--- src/rtl/stage_f_pq_if.sv ---
// Fetch-stage bundle: F-Bus instruction master, decode handshake and redirect.
// The fetch stage takes the master modport; memory/decode/branch logic take the slave side.
interface stage_f_pq_if #(
  parameter int unsigned AW = 64
);
  logic          f_cyc_o;
  logic          f_ack_i;
  logic          f_err_i;
  logic [AW-3:0] f_adr_o;
  logic [31:0]   f_dat_i;

  logic          d_valid_o;
  logic          d_ready_i;
  logic [31:0]   d_inst_o;
  logic [AW-3:0] d_pc_o;
  logic          d_err_o;

  logic          redirect_i;
  logic [AW-3:0] redirect_pc_i;

  modport master (
    output f_cyc_o, f_adr_o,
    input  f_ack_i, f_err_i, f_dat_i,
    output d_valid_o, d_inst_o, d_pc_o, d_err_o,
    input  d_ready_i,
    input  redirect_i, redirect_pc_i
  );

  modport slave (
    input  f_cyc_o, f_adr_o,
    output f_ack_i, f_err_i, f_dat_i,
    input  d_valid_o, d_inst_o, d_pc_o, d_err_o,
    output d_ready_i,
    output redirect_i, redirect_pc_i
  );
endinterface

--- src/rtl/stage_f_pq.sv ---
// Polaris instruction fetch stage: F-Bus word fetcher feeding a DEPTH-entry
// prefetch queue that decode drains through a valid/ready handshake.
module stage_f_pq #(
  parameter int unsigned    AW       = 64,
  parameter int unsigned    DEPTH    = 4,
  parameter logic [AW-1:0]  RESET_PC = {AW{1'b1}} << 8
) (
  input  logic           clk_i,
  input  logic           reset_i,
  stage_f_pq_if.master   bus
);

  localparam int unsigned   PW        = AW - 2;
  localparam int unsigned   PTRW      = $clog2(DEPTH);
  localparam int unsigned   CW        = PTRW + 1;
  localparam logic [PW-1:0] RESET_WPC = RESET_PC[AW-1:2];
  localparam logic [CW-1:0] FULL      = CW'(DEPTH);
  localparam logic [31:0]   NOP_INST  = 32'h0000_0013;

  typedef struct packed {
    logic [PW-1:0] pc;
    logic [31:0]   inst;
    logic          err;
  } entry_t;

  typedef enum logic {
    ST_IDLE = 1'b0,
    ST_RUN  = 1'b1
  } state_t;

  state_t          state_q;
  state_t          state_d;

  logic [PW-1:0]   fpc_q;
  logic [PW-1:0]   fpc_d;
  logic [CW-1:0]   count_q;
  logic [CW-1:0]   count_d;
  logic [PTRW-1:0] rd_ptr_q;
  logic [PTRW-1:0] rd_ptr_d;
  logic [PTRW-1:0] wr_ptr_q;
  logic [PTRW-1:0] wr_ptr_d;

  entry_t          mem_q [DEPTH];
  entry_t          head_c;

  logic            f_cyc_c;
  logic            take_c;
  logic            pop_c;
  logic            not_empty_c;

  // State register: fetching starts one edge after reset release.
  always_ff @(posedge clk_i or posedge reset_i) begin
    if (reset_i) begin
      state_q <= ST_IDLE;
    end else begin
      state_q <= state_d;
    end
  end

  // Next-state logic.
  always_comb begin
    state_d = state_q;
    case (state_q)
      ST_IDLE: state_d = ST_RUN;
      ST_RUN:  state_d = ST_RUN;
      default: state_d = ST_IDLE;
    endcase
  end

  // Bus request: only from registered occupancy and redirect, never from d_ready_i.
  always_comb begin
    f_cyc_c = 1'b0;
    case (state_q)
      ST_RUN:  f_cyc_c = (count_q != FULL) & ~bus.redirect_i;
      default: f_cyc_c = 1'b0;
    endcase
  end

  assign not_empty_c = (count_q != '0);
  assign take_c      = f_cyc_c & (bus.f_ack_i | bus.f_err_i);
  assign pop_c       = not_empty_c & bus.d_ready_i & ~bus.redirect_i;

  // Queue bookkeeping; a redirect flushes everything and reloads the fetch PC.
  always_comb begin
    fpc_d    = fpc_q;
    count_d  = count_q;
    rd_ptr_d = rd_ptr_q;
    wr_ptr_d = wr_ptr_q;
    if (bus.redirect_i) begin
      fpc_d    = bus.redirect_pc_i;
      count_d  = '0;
      rd_ptr_d = '0;
      wr_ptr_d = '0;
    end else begin
      if (take_c) begin
        fpc_d    = fpc_q + PW'(1);
        wr_ptr_d = wr_ptr_q + PTRW'(1);
      end
      if (pop_c) begin
        rd_ptr_d = rd_ptr_q + PTRW'(1);
      end
      count_d = count_q + CW'(take_c) - CW'(pop_c);
    end
  end

  always_ff @(posedge clk_i or posedge reset_i) begin
    if (reset_i) begin
      fpc_q    <= RESET_WPC;
      count_q  <= '0;
      rd_ptr_q <= '0;
      wr_ptr_q <= '0;
    end else begin
      fpc_q    <= fpc_d;
      count_q  <= count_d;
      rd_ptr_q <= rd_ptr_d;
      wr_ptr_q <= wr_ptr_d;
    end
  end

  // Entry storage needs no reset: occupancy alone decides what is visible.
  always_ff @(posedge clk_i) begin
    if (take_c) begin
      mem_q[wr_ptr_q] <= '{pc: fpc_q, inst: bus.f_dat_i, err: bus.f_err_i};
    end
  end

  assign head_c = mem_q[rd_ptr_q];

  assign bus.f_cyc_o   = f_cyc_c;
  assign bus.f_adr_o   = fpc_q;
  assign bus.d_valid_o = not_empty_c;
  assign bus.d_inst_o  = head_c.err ? NOP_INST : head_c.inst;
  assign bus.d_pc_o    = head_c.pc;
  assign bus.d_err_o   = head_c.err;

endmodule
--- src/flat_wrapper.sv ---
// flat-port wrapper written by rule: the top's interface ports become plain ports
module stage_f_pq_flat 
#(
  parameter int unsigned    AW       = 64,
  parameter int unsigned    DEPTH    = 4,
  parameter logic [AW-1:0]  RESET_PC = {AW{1'b1}} << 8
)
  (clk_i, reset_i, bus_f_cyc_o, bus_f_adr_o, bus_f_ack_i, bus_f_err_i, bus_f_dat_i, bus_d_valid_o, bus_d_inst_o, bus_d_pc_o, bus_d_err_o, bus_d_ready_i, bus_redirect_i, bus_redirect_pc_i);
  stage_f_pq_if #(.AW(AW)) bus_i ();
  input  logic clk_i;
  input  logic reset_i;
  output wire logic [$bits(bus_i.f_cyc_o)-1:0] bus_f_cyc_o;
  output wire logic [$bits(bus_i.f_adr_o)-1:0] bus_f_adr_o;
  input wire logic [$bits(bus_i.f_ack_i)-1:0] bus_f_ack_i;
  input wire logic [$bits(bus_i.f_err_i)-1:0] bus_f_err_i;
  input wire logic [$bits(bus_i.f_dat_i)-1:0] bus_f_dat_i;
  output wire logic [$bits(bus_i.d_valid_o)-1:0] bus_d_valid_o;
  output wire logic [$bits(bus_i.d_inst_o)-1:0] bus_d_inst_o;
  output wire logic [$bits(bus_i.d_pc_o)-1:0] bus_d_pc_o;
  output wire logic [$bits(bus_i.d_err_o)-1:0] bus_d_err_o;
  input wire logic [$bits(bus_i.d_ready_i)-1:0] bus_d_ready_i;
  input wire logic [$bits(bus_i.redirect_i)-1:0] bus_redirect_i;
  input wire logic [$bits(bus_i.redirect_pc_i)-1:0] bus_redirect_pc_i;
  assign bus_f_cyc_o = bus_i.f_cyc_o;
  assign bus_f_adr_o = bus_i.f_adr_o;
  assign bus_i.f_ack_i = bus_f_ack_i;
  assign bus_i.f_err_i = bus_f_err_i;
  assign bus_i.f_dat_i = bus_f_dat_i;
  assign bus_d_valid_o = bus_i.d_valid_o;
  assign bus_d_inst_o = bus_i.d_inst_o;
  assign bus_d_pc_o = bus_i.d_pc_o;
  assign bus_d_err_o = bus_i.d_err_o;
  assign bus_i.d_ready_i = bus_d_ready_i;
  assign bus_i.redirect_i = bus_redirect_i;
  assign bus_i.redirect_pc_i = bus_redirect_pc_i;
  stage_f_pq #(.AW(AW), .DEPTH(DEPTH), .RESET_PC(RESET_PC)) u_core (.clk_i(clk_i), .reset_i(reset_i), .bus(bus_i));
endmodule
--- config.mk ---
export PLATFORM = sky130hd
export DESIGN_NAME = stage_f_pq_flat
export DESIGN_NICKNAME = d
export VERILOG_FILES = /design/src/rtl/stage_f_pq_if.sv /design/src/rtl/stage_f_pq.sv /design/src/flat_wrapper.sv
export SDC_FILE = /design/constraint.sdc
export NUM_CORES = 1
export LEC_CHECK = 0
export CAP_MARGIN = 10
export CORE_MARGIN = 4
export CORE_UTILIZATION = 59
export DETAILED_ROUTE_END_ITERATION = 16
export PLACE_DENSITY = 0.88
export SYNTH_ARGS = -nofsm -noshare
export SYNTH_HDL_FRONTEND = slang
export SYNTH_SLANG_ARGS = --single-unit
--- constraint.sdc ---
create_clock -name clk_i -period 10.7 [get_ports clk_i]
set_input_delay 2.14 -clock clk_i [delete_from_list [all_inputs] [get_ports clk_i]]
set_output_delay 2.14 -clock clk_i [all_outputs]
set_load 0.005 [all_outputs]
==> run_1/port_trees.png <==
The bar under the picture is 50 um long.
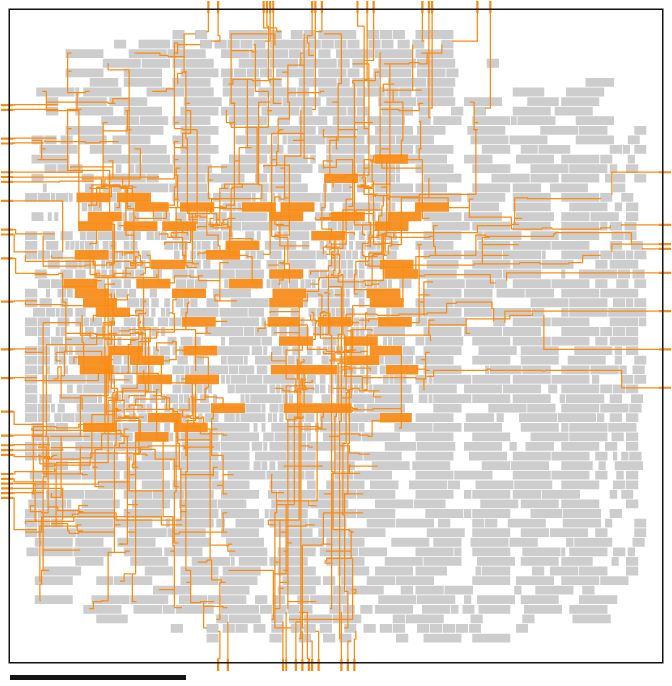
Key: orange = bus_f_adr_o [bits 62, direction output, end cells 62, wire 8320 um]
# IOs: 259
number of port buffers: 258

==> run_1/placed.png <==
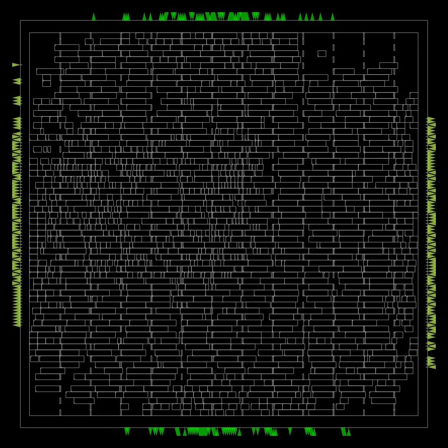
FP Rows: 64
core area: 30700 um2
final core utilization: 0.743

==> run_1/route_heat.png <==
37 x 37 tiles, from dark blue (low) to red (high), scaled to the fullest tile. Values are wire area over tile area, all layers added.
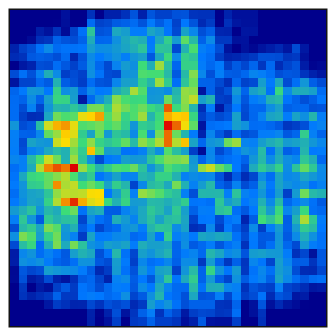
The fullest tile reaches 0.80. The densest ninth of the die: left middle. The emptiest ninth of the die: top right. The mean over all tiles is 0.22.
GRT Util Overall: 0.267
Post-Route WL: 45100 um
Via Count: 11392

==> impl_metrics.csv, run 1 <==
group,metric,value,unit
sta,hold_ws,0.571,ns
finish,n_clock_buffer,60,
finish,largest_class,"flip-flops and latches",
clock_tree,clk_latency,0.54,ns
clock_tree,postCtsSetupRepairBufs,0,
grt,grt.overflow.total,0,
yosys,netlist_area,18500,um2
worst_setup_path,critPathCaptureType,"primary output",
clock_tree,clock-sinks,450,
yosys,edf_count,380,
yosys,fp_nets,1176,
clock_tree,numCtsBuffers,44,
drt,top_layer_used,"met5",
power,switching_power,1.13,mW
worst_setup_path,worst_setup_path_start_kind,"register",
finish,flop-count,450,
drt,antenna_left,0,
finish,clk_share,0.0598,
drt,firstDrtPassIters,6,
sta,fin_crit,6.12,ns
finish,nFillCells,1777,
place,pre_cts_ws,4.40,ns
finish,n_all_buffers,269,
yosys,ys_sh_mux,0.120,
finish,seq_area,13200,um2
sta,finalHoldViolCount,0,
yosys,aoi_share,0.0458,
yosys,xor_area_frac,0.00331,
power,pwr-share-clk,0.322,
grt,use_met1,0.369,
power,p_clk,1.47,mW
worst_setup_path,cp_num_buf_inv,3,
worst_setup_path,critPathTopFamily,"buffers and inverters",
power,power_leakage,7.45,nW
yosys,yosysTopAreaCell,"edfxtp_1",
clock_tree,cts.repair.resized,0,
yosys,synth_cell_types,62,
yosys,yosys_area,18500,um2
sta,period_used_share,0.572,
yosys,synthTopLogicFamily,"multiplexers",
die,fp_util,0.602,
drt,wl_met1,17100,um
drt,route.met2.wl,22700,um
power,power-top-group,"sequential cells",
worst_setup_path,reg2reg_slack,6.63,ns
yosys,ff_type,"edfxtp_1",
power,power.total,4.58,mW
grt,grt_max_degree,81,
worst_setup_path,cp_common_cell,"buf_4",
worst_hold_path,hold_path_end,"u_core.wr_ptr_q[0]",
power,powerComb,910,uW
grt,antenna_found_initial,2,
sta,setup_violations,0,
outcome,status,"complete, no violations",
sta,grt_setup_unrepaired,"no",
power,p_seq_frac,0.480,
clock_tree,htree_levels,2,
clock_tree,cts_tree,"done",
power,p_seq,2.20,mW
place,dp.cells,1680,
drt,route.met3.wl,4230,um
run 1: worst max path at each step:
stage,start,to,slack (ns)
2_1_floorplan,bus_redirect_i,u_core.mem_q[0][0],4.56
3_3_place_gp,bus_redirect_i,u_core.mem_q[3][3],4.47
3_5_place_dp,bus_redirect_i,u_core.mem_q[3][3],4.40
4_1_cts,u_core.rd_ptr_q[0],bus_d_pc_o[61],4.45
5_1_grt,u_core.rd_ptr_q[0],bus_d_pc_o[61],4.24
6_report,u_core.rd_ptr_q[0],bus_d_pc_o[61],4.58
run 1: through the flow:
| step | util | cell area, um2 |
|---|---|---|
| floorplan | - | 18500 |
| global placement | 0.698 | 21500 |
| detailed placement | 0.698 | 21500 |
| CTS | 0.743 | 22800 |
| global route | 0.743 | 22800 |
| finish | 0.743 | 22800 |
==> run_1/class_map.png <==
Fill, decap, tap and diode cells in grey.
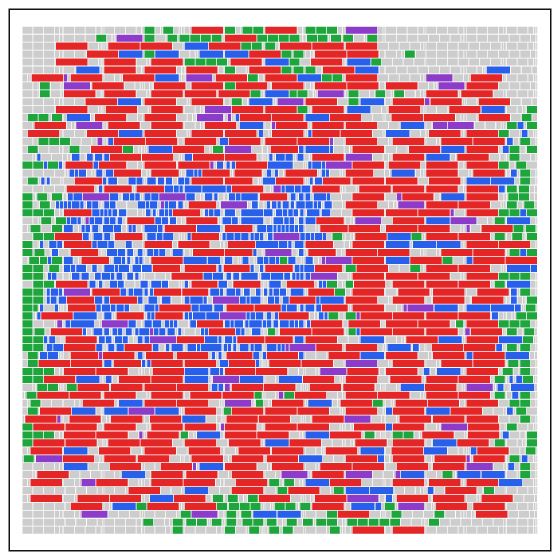

## Run 2: what changed since run 1
Settings changed: CORE_UTILIZATION 59 to 49, PLACE_DENSITY 0.88 to 0.79.
Clock period 10.7 ns to 5.3 ns, I/O delays scaled along.
==> run_2/class_map.png <==
Fill, decap, tap and diode cells in grey.
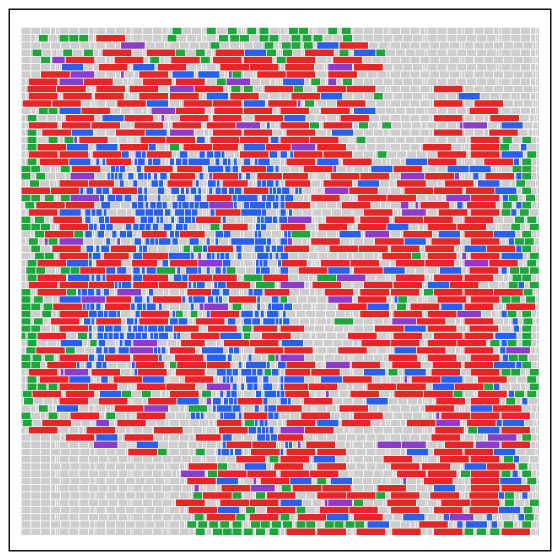
Key: purple = clock drivers and dummy loads [cells 82]; blue = remaining logic cells [cells 565]; red = registers [cells 450]; green = remaining buffers and delay cells [cells 274]
Final Cell Area: 23200 um2
core area: 37000 um2
final core utilization: 0.627
sequential cell area share: 0.572
FP Rows: 70

==> run_2/port_trees.png <==
The bar under the picture is 50 um long.
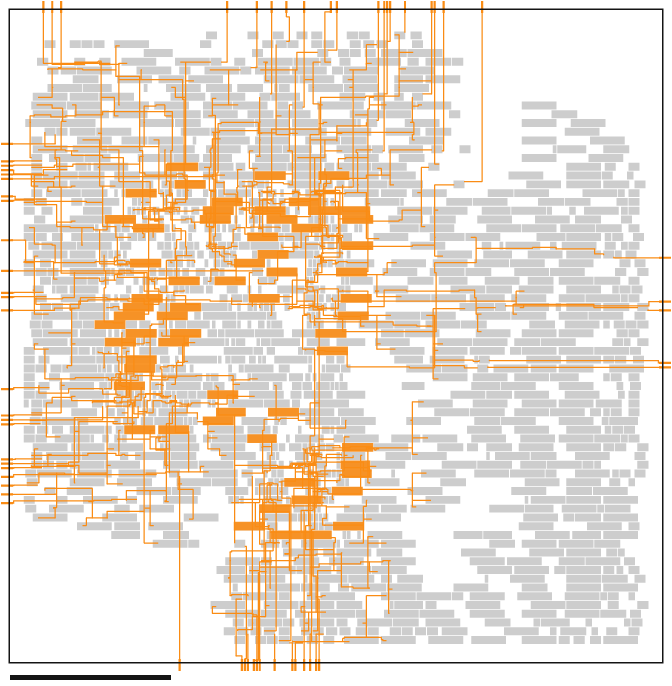
Key: orange = bus_f_adr_o [bits 62, direction output, end cells 62, wire 8530 um]

==> impl_metrics.csv, run 2 <==
group,metric,value,unit
outcome,status,"complete, no violations",
worst_setup_path,crit_end,"bus_d_inst_o[26]",
power,p_seq_frac,0.470,
power,pwr-share-clk,0.328,
power,swShare,0.251,
clock_tree,postCtsSetupRepairBufs,0,
clock_tree,cts_tree,"done",
clock_tree,clk_latency,0.57,ns
worst_setup_path,worst_setup_path_start_kind,"register",
worst_setup_path,reg2reg_to,"u_core.bus.f_adr_o[54]",
yosys,ff_type,"edfxtp_1",
yosys,edf_count,380,
drt,wirelength,46400,um
die,fp_util,0.501,
job,max_cap_violations,0,
power,power-top-group,"sequential cells",
drt,top_layer_used,"met5",
power,switching_power,2.36,mW
drt,wire_per_inst,24.8,um
power,power_leakage,7.54,nW
place,dp.cells,1793,
clock_tree,htree_levels,2,
power,powerComb,1.90,mW
worst_setup_path,crit_path_max_incr_delay,0.75,ns
worst_hold_path,hold_path_end,"u_core.wr_ptr_q[0]",
place,place.gp.congestion,0.828,
power,p_seq,4.42,mW
grt,grt_max_degree,80,
sta,grt_setup_unrepaired,"no",
power,pwr-share-comb,0.202,
drt,via_count,11283,
clock_tree,clock-sinks,450,
drt,route.met3.wl,3950,um
finish,final_layout_top_logic_cells,"edfxtp_1 (380), clkdlybuf4s50_1 (257), mux4_2 (95)",
drt,antenna_left,0,
grt,antenna_found_initial,1,
power,p_clk,3.09,mW
clock_tree,cts.repair.resized,0,
power,power.total,9.42,mW
worst_setup_path,startpoint,"u_core.rd_ptr_q[0]",
drt,firstDrtPassIters,5,
place,post-dp-hpwl,29300,um
place,postPlaceCellArea,21700,um2
place,pre_cts_ws,1.39,ns
grt,grt.overflow.total,0,
yosys,yosys_area,18500,um2
grt,grt_first_pass_wirelength,70600,um
yosys,yosysTopAreaCell,"edfxtp_1",
sta,fin_crit,4.23,ns
sta,hold_ws,0.561,ns
grt,grtUsageTotal,0.224,
yosys,synth_cell_types,62,
sta,period_used_share,0.798,
yosys,ys_async_sr_fraction,0.156,
sta,finalHoldViolCount,0,
yosys,synth_flops,450,
worst_setup_path,critPathCaptureType,"primary output",
worst_setup_path,critPathTopFamily,"buffers and inverters",
sta,setup_violations,0,
yosys,netlist_area,18500,um2
drt,wl_met1,19100,um
worst_setup_path,cp_num_buf_inv,2,
yosys,fp_nets,1176,
drt,drtIter0Drc,1465,
yosys,topCellsByArea,"edfxtp_1 (62%), mux4_2 (12%), dfstp_2 (7.9%), dfrtp_1 (1.9%), nand2_1 (1.8%)",
drt,route.met2.wl,22300,um
clock_tree,numCtsBuffers,45,
worst_setup_path,reg2reg_slack,2.31,ns
place,io_buffers,258,
die,io_pins,259,
==> run_2/floorplan.png <==
The bar under the picture is 50 um long. Pins as bars on the die edge. Tap cells in grey.
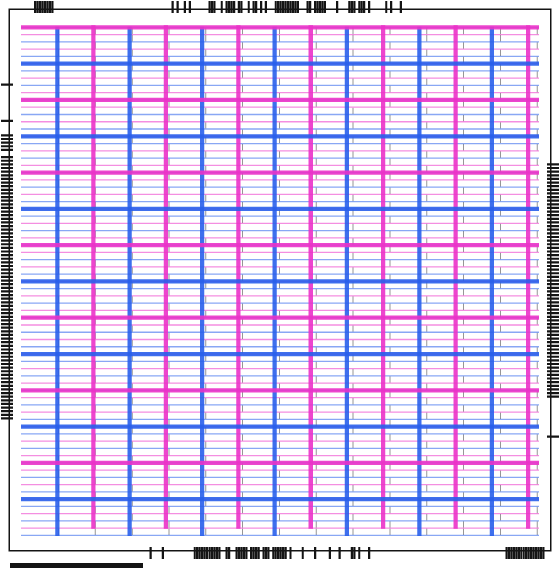
Key: blue = VSS; magenta = VDD
259 signal pins sit on the boundary. 14 straps on met5. 14 straps on met4. 504 tap cells. 71 met1 rails follow the rows.
chip width: 202 um
maximum VDD drop: 0.000291 V
Die Y: 202 um

[run 2: cell counts after synthesis]
Identical to the previous run, type by type.
[run 2: cells by family after synthesis]
kind of cell    share of synthesized area
other cells                      0.000203
compound gates                     0.0458
mux                                 0.120
simple gates                       0.0943
buf+inv                            0.0157
flops                               0.715
fa+ha+maj                         0.00581
xor+xnor                          0.00331
[run 2: layer usage]
layer / vias up / track usage
li1: 4864 / -
met4: 2 / 0.0623
met3: 76 / 0.0489
met1: 5793 / 0.321
met5: - / 0
met2: 548 / 0.353
[run 2: cell type report]
cell class,count,area (um2)
Fill cell,2599,13800
Sequential cell,450,13200
Multi-Input combinational cell,546,5010
Timing Repair Buffer,274,2790
Clock buffer,63,1260
Tap cell,504,631
Clock inverter,19,168
Inverter,19,71.3
==> run_2/route_heat.png <==
20 x 20 tiles, from dark blue (low) to red (high), scaled to the fullest tile. Values are wire area over tile area, all layers added.
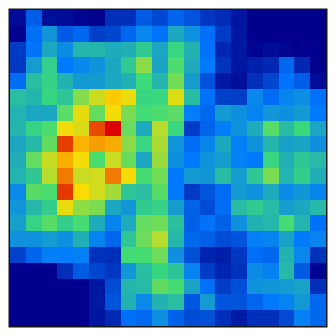

## Run 3: what changed since run 2
Settings changed: CORE_UTILIZATION 49 to 55, PLACE_DENSITY 0.79 to 0.83.
Clock period 5.3 ns to 4.2 ns, I/O delays scaled along.
==> run_3/route_heat.png <==
38 x 38 tiles, from dark blue (low) to red (high), scaled to the fullest tile. Values are wire area over tile area, all layers added.
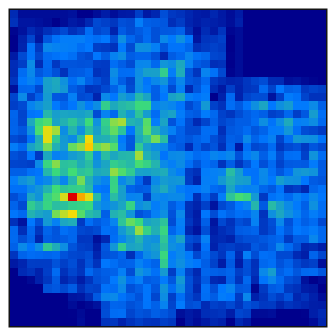
2.7% of the tiles are over half the peak. The mean over all tiles is 0.21. The fullest tile reaches 1.0. The emptiest ninth of the die: top right. The densest ninth of the die: left middle.
Via Count: 11327
Post-Route WL: 45400 um
GRT Util Overall: 0.250
routed len/inst: 24.9 um

==> run_3/floorplan.png <==
The bar under the picture is 50 um long. Pins as bars on the die edge. Tap cells in grey.
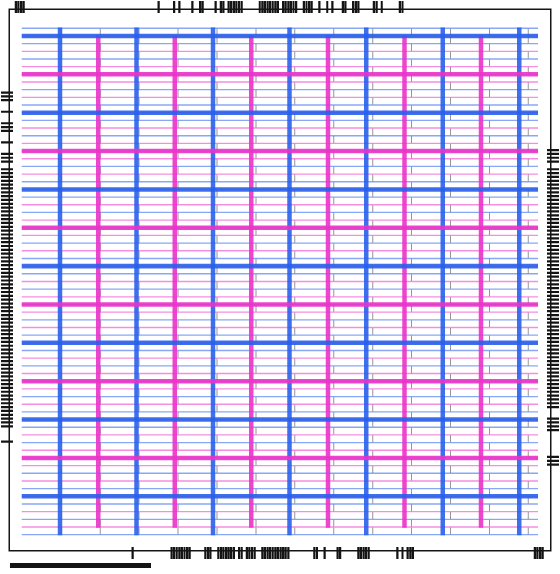
Key: magenta = VDD; blue = VSS
67 met1 rails follow the rows. 13 straps on met4.
core area: 32900 um2
chip width: 191 um
Die Y: 191 um

==> run_3/class_map.png <==
Fill, decap, tap and diode cells in grey.
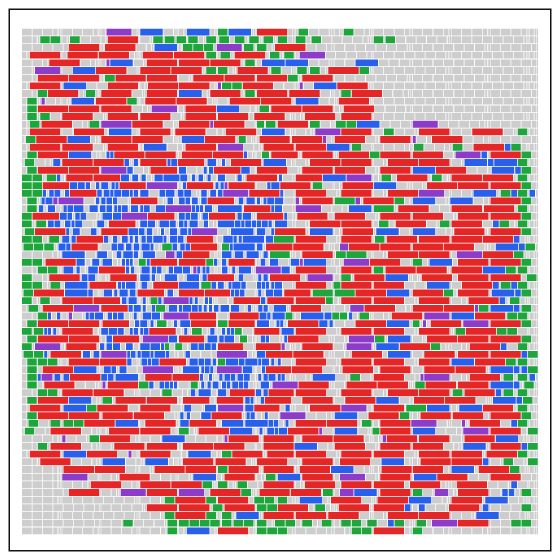
Key: blue = remaining logic cells [cells 565]; purple = clock drivers and dummy loads [cells 80]; red = registers [cells 450]; green = remaining buffers and delay cells [cells 285]
final core utilization: 0.705
Final Cell Area: 23200 um2
FP Rows: 66
sequential cell area share: 0.572

==> impl_metrics.csv, run 3 <==
group,metric,value,unit
outcome,status,"complete, no violations",
sta,hold_ws,0.573,ns
power,power.total,11.8,mW
finish,nFillCells,2099,
worst_hold_path,hold_path_end,"u_core.wr_ptr_q[0]",
sta,grt_setup_unrepaired,"no",
finish,comb_area,5000,um2
place,io_buffers,258,
yosys,aoi_share,0.0458,
finish,n_all_buffers,285,
finish,clk_share,0.0610,
grt,grt_pass1_vias,11434,
yosys,ff_type,"edfxtp_1",
worst_setup_path,crit_end,"bus_d_inst_o[4]",
yosys,yosys_area,18500,um2
clock_tree,cts_hold_buf,0,
grt,antenna_found_initial,4,
place,pre_cts_ws,0.719,ns
sta,fin_crit,3.78,ns
yosys,synthTopLogicFamily,"multiplexers",
finish,largest_class,"flip-flops and latches",
grt,grt_max_degree,80,
yosys,ys_async_sr_fraction,0.156,
yosys,xor_area_frac,0.00331,
job,max_cap_violations,0,
drt,via_per_inst,6.21,
grt,grt.overflow.total,0,
worst_setup_path,reg2reg_slack,1.21,ns
yosys,yosysTopAreaCell,"edfxtp_1",
drt,route.met3.wl,4510,um
drt,route.met2.wl,22000,um
grt,top_usage_layer,"met2",
power,power_leakage,7.57,nW
yosys,synth_flops,450,
finish,comb_cells,546,
worst_setup_path,crit_required,3.36,ns
grt,grt_first_pass_wirelength,70200,um
place,place.gp.congestion,0.867,
finish,seq_area,13200,um2
worst_setup_path,reg2reg_from,"u_core.count_q[1]",
finish,final_layout_top_logic_cells,"edfxtp_1 (380), clkdlybuf4s50_1 (257), mux4_2 (95)",
finish,comb_area_frac,0.216,
grt,met3_usage,0.0623,
worst_setup_path,startpoint,"u_core.rd_ptr_q[0]",
drt,top_layer_used,"met5",
finish,flop-count,450,
drt,wl_met1,17700,um
yosys,topCellsByArea,"edfxtp_1 (62%), mux4_2 (12%), dfstp_2 (7.9%), dfrtp_1 (1.9%), nand2_1 (1.8%)",
yosys,ys_sh_mux,0.120,
place,post-dp-hpwl,29600,um
finish,regMostFlops,"u_core.mem_q",
grt,grt.met2_usage,0.398,
clock_tree,numCtsBuffers,44,
clock_tree,cts.repair.resized,0,
clock_tree,clock-sinks,450,
grt,use_met1,0.355,
clock_tree,htree_levels,2,
power,ir_drop,0.000384,V
drt,firstDrtPassIters,6,
sta,setup_violations,0,
drt,antenna_left,0,
worst_setup_path,worst_setup_path_start_kind,"register",
drt,drtIter0Drc,1349,
die,fp_util,0.563,
worst_setup_path,critPathCaptureType,"primary output",
finish,buf_share,0.124,
yosys,edf_count,380,
clock_tree,cts_tree,"done",
die,tap_cells,442,
worst_setup_path,reg2reg_to,"u_core.bus.f_adr_o[28]",
die,io_pins,259,
yosys,netlist_area,18500,um2
place,postPlaceCellArea,21700,um2
clock_tree,postCtsSetupRepairBufs,0,
place,dp.cells,1742,
sta,finalHoldViolCount,0,
yosys,synthSimpleGateAreaFrac,0.0943,
clock_tree,clk_path_buf_depth,3,
clock_tree,clk_latency,0.54,ns
-- run 3: cell counts after synthesis --
Identical to the previous run, type by type.
-- run 3: worst max-delay path: stages, from the launching register on --
cell and delay, ns:
dfrtp_4 0.68, mux4_2 0.87, or2_2 0.40, clkdlybuf4s50_1 0.45
-- run 3: kinds of logic (layout without fill, tap and decap cells) --
kind of cell | Yosys count | count (layout)
multiplexers | 103 | 103
buffers and inverters | 72 | 384
XOR/XNOR | 7 | 7
AND-OR/OR-AND | 115 | 115
adder cells (fa/ha/maj) | 8 | 8
other | 1 | 2
flip-flops | 450 | 450
AND/OR/NAND/NOR | 312 | 312
-- run 3: report_power, final --
part	internal (mW)	switching [mW]	leakage, nW
combinational	1.42	0.991	2.67
clock	2.28	1.59	0.686
sequential	5.22	0.339	4.22
total	8.91	2.92	7.57
No activity file was given, so power comes from the tool's default toggle rates.
